==> config.mk <==
export PLATFORM = sky130hd
export DESIGN_NAME = vsfx_avgh_seq_flat
export DESIGN_NICKNAME = d
export VERILOG_FILES = /design/src/rtl/vsfx_avgh_seq_pkg.sv /design/src/rtl/vsfx_avgh_seq_if.sv /design/src/rtl/vsfx_avgh_seq_lane.sv /design/src/rtl/vsfx_avgh_seq.sv /design/src/flat_wrapper.sv
export SDC_FILE = /design/constraint.sdc
export NUM_CORES = 1
export LEC_CHECK = 0
export ABC_CLOCK_PERIOD_IN_PS = 3800
export CAP_MARGIN = 5
export CORE_MARGIN = 2
export CORE_UTILIZATION = 46
export CTS_CLUSTER_DIAMETER = 200
export CTS_CLUSTER_SIZE = 10
export DETAILED_ROUTE_END_ITERATION = 16
export PLACE_DENSITY_LB_ADDON = 0.05
export SYNTH_ARGS = -nofsm -noshare
export SYNTH_HDL_FRONTEND = slang
export SYNTH_HIERARCHICAL = 1
export SYNTH_SLANG_ARGS = --single-unit
==> constraint.sdc <==
create_clock -name clk -period 3.8 [get_ports clk]
set_input_delay 0.57 -clock clk [delete_from_list [all_inputs] [get_ports clk]]
set_output_delay 0.57 -clock clk [all_outputs]
set_load 0.01 [all_outputs]
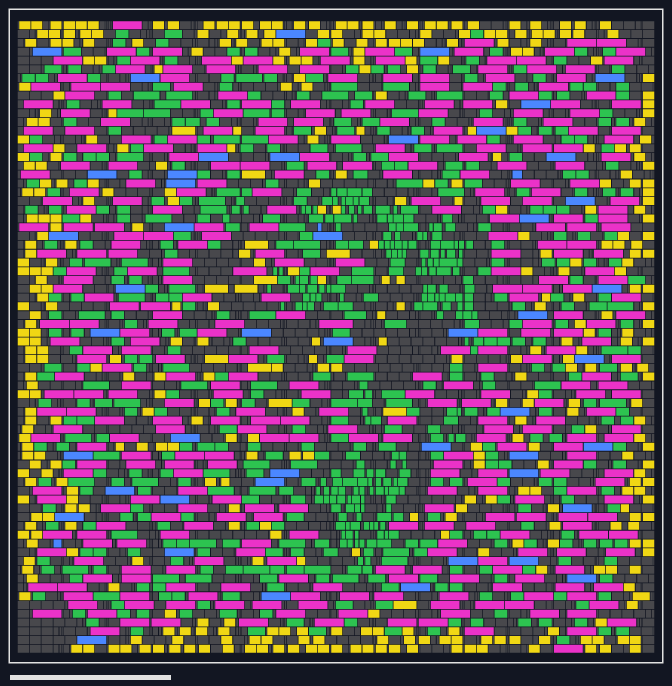
Run 1: placed cells, one color a class
The bar under the picture is 50 um long. Fill, decap, tap and diode cells in gray.
- green: combinational and other logic (cells 685; share of their area 33%)
- magenta: flops (cells 395; share of their area 42%)
- blue: clock drivers and dummy loads (cells 50; share of their area 5.1%)
- yellow: other buffers and delay cells (cells 443; share of their area 19%)
row cnt: 72
core box area: 38600 um^2
core utilization of the finished layout: 62.3%
flop share of the area: 41.1%

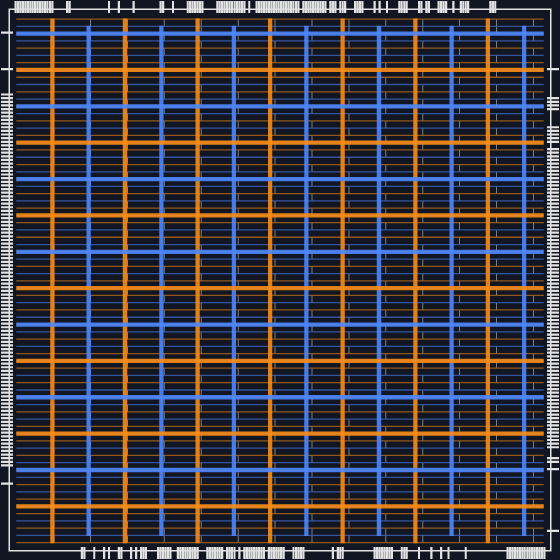
Run 1: supply network
Pins as bars on the die edge. Tap cells in gray.
- blue: VDD
- orange: VSS
- tap cells: 518
- signal pins: 404
- met1 rails: 73
VDD IR max: 0.000311 V
Vert. Die Dim: 202 um
Die W: 202 um

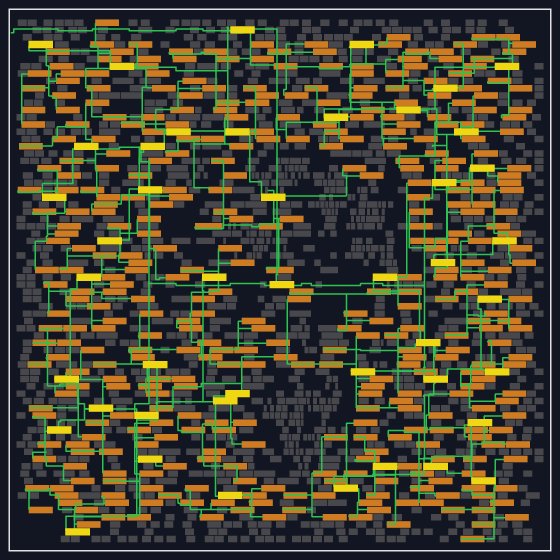
Run 1: clock distribution
- orange: flip-flops (count 395)
- green: clock wires (length 5250 um)
- yellow: clock drivers (count 45)
- routed clock nets: 46
Power Clock: 3.77 mW
clk ins delay skew pair: 0.57 ns

==> GITHUB_STEP_SUMMARY <==
### Yosys + OpenROAD results

| Metric | Value |
|---|---|
| FF-to-FF path depth | `10` |
| Setup crit start kind | `flop` |
| DP Worst Slack | `0.0448 ns` |
| Mapped cell area | `18000 um^2` |
| Crit path largest cell delay | `roughly 0.52 ns` |
| Worst path buffer plus inverter count | `1` |
| Final hold violations | `0` |
| FP Core Util | `between 40% and 50%` |
| Vias post-DR | `approximately 11000` |
| Levels on crit path | `10` |
| Synth top cell by count | `dfrtp_1` |
| Largest net degree at the start of global routing | `107` |
| Worst Tran Pin Value | `about 0.88 ns` |
| Synth async-reset ratio | `100%` |
| Max-cap viol count | `0` |
| HPWL reported at the end of detailed placement | `~35000 um` |
| DRT Wirelength | `47500 um` |
| Synth warn | `6` |
| CTS Buf Count | `approximately 45` |
| First-pass DRT Iterations | `4` |
| Crit path max-delay cell type | `mux4_2` |
| Tightest Hold Check Type | `in -> async` |
| CTS root buffer | `clkbuf_16` |
| Cts hold-fix bufs | `0` |
| Hold_ws | `0.100 ns` |
| Most used logic cell in the final layout | `clkdlybuf4s50_1` |
| Switch share | `30.9%` |
| Fillcell total | `between 2000 and 3000` |
| Met2 Usage GRT | `36.0%` |
| Highest Clock Rate | `0.275 GHz` |
| Global-route layer with the greatest usage | `met2` |
| Synth cell count leaders | `dfrtp_1, mux2_2, mux2_4` |
| Area Overhead vs Synth | `33.5%` |
| Clock sink count | `395` |
| Count of tool warnings | `32` |
| Maximum clock path buffer count | `3` |
| Die area | `40800 um^2` |
| Worst slew margin | `approximately 41%` |
| Total global routing track utilization | `between 20% and 30%` |
| Quantity of gates resized following cts | `1` |
| First-pass GRT wire length | `72300 um` |
| RSZ-0062 raised after global routing | `false` |
| Logic area | `7780 um^2` |
| Met1 Track Usage GR | `around 33%` |
| Critical path class | `reg -> reg` |
| Status | `completed` |
| Nets | `1874` |
| Post-layout minimum cycle time | `between 3 and 4 ns` |
| Via/cell ratio | `between 5 and 6` |
| Post-synthesis average cell area | `15.8 um^2` |
| Max-slew violations | `0` |
| WL/cell | `22.7 um` |
| Antenna violations before repair | `9` |
| Pwr Density | `between 600 and 700 nW/um^2` |
| Arr. time, crit path | `4.07 ns` |
| Dominant Register Cell | `dfrtp_1` |
| Register-to-register setup slack | `around 0.16 ns` |
| Flops & latches, synth | `395` |
| Vias in the first global route | `between 10000 and 15000` |
| Leakage | `10.4 nW` |
| Overall power | `approximately 15 mW` |
-- run 1: power by group through the flow --
stage / logic [mW] / clock network, mW / registers (mW)
5_1_grt: 5.74 / 4.05 / 5.95
3_3_place_gp: 5.25 / 0 / 5.86
6_report: 5.33 / 3.77 / 5.82
2_1_floorplan: 2.76 / 0 / 5.94
4_1_cts: 5.35 / 3.88 / 5.83
3_5_place_dp: 5.32 / 0 / 5.90
-- run 1: worst register-to-register path, stage by stage, from the launching register on --
cell       delay [ns]
dfrtp_4          0.47
buf_12           0.16
mux4_2           0.52
ha_1             0.39
a21oi_1          0.25
a21oi_1          0.13
a31oi_1          0.30
o2bb2ai_1        0.21
mux2_2           0.37
or3_1            0.42
mux2_2           0.29
-- run 1: layout make-up --
type / count / area share [%]
multi-input combinational: 673 / 32.3
inverter: 12 / 0.187
timing repair buffer: 443 / 18.7
clock buffer: 48 / 4.90
sequential: 395 / 41.1
antenna: 4 / 0.0416
tap: 518 / 2.69
clock inverter: 2 / 0.0676
-- run 1: stage by stage --
| step | cells | cell area, um^2 |
|---|---|---|
| global route | 2092 | 24100 |
| floorplan | 1140 | 18000 |
| finish | 2095 | 24100 |
| global placement | 2038 | 22800 |
| detailed placement | 2038 | 22800 |
| CTS | 2088 | 24000 |
-- run 1: kinds of logic after synthesis --
| kind of cell | Yosys count | share of synthesized area (%) |
|---|---|---|
| flip-flops | 395 | 54.8 |
| AND-OR/OR-AND | 82 | 3.06 |
| adder cells (fa/ha/maj) | 36 | 2.58 |
| AND/OR/NAND/NOR | 73 | 2.16 |
| XOR/XNOR | 26 | 1.26 |
| buffers and inverters | 72 | 2.15 |
| multiplexers | 456 | 33.9 |
Power figures rest on the tool's default switching activity, not on a simulated workload.
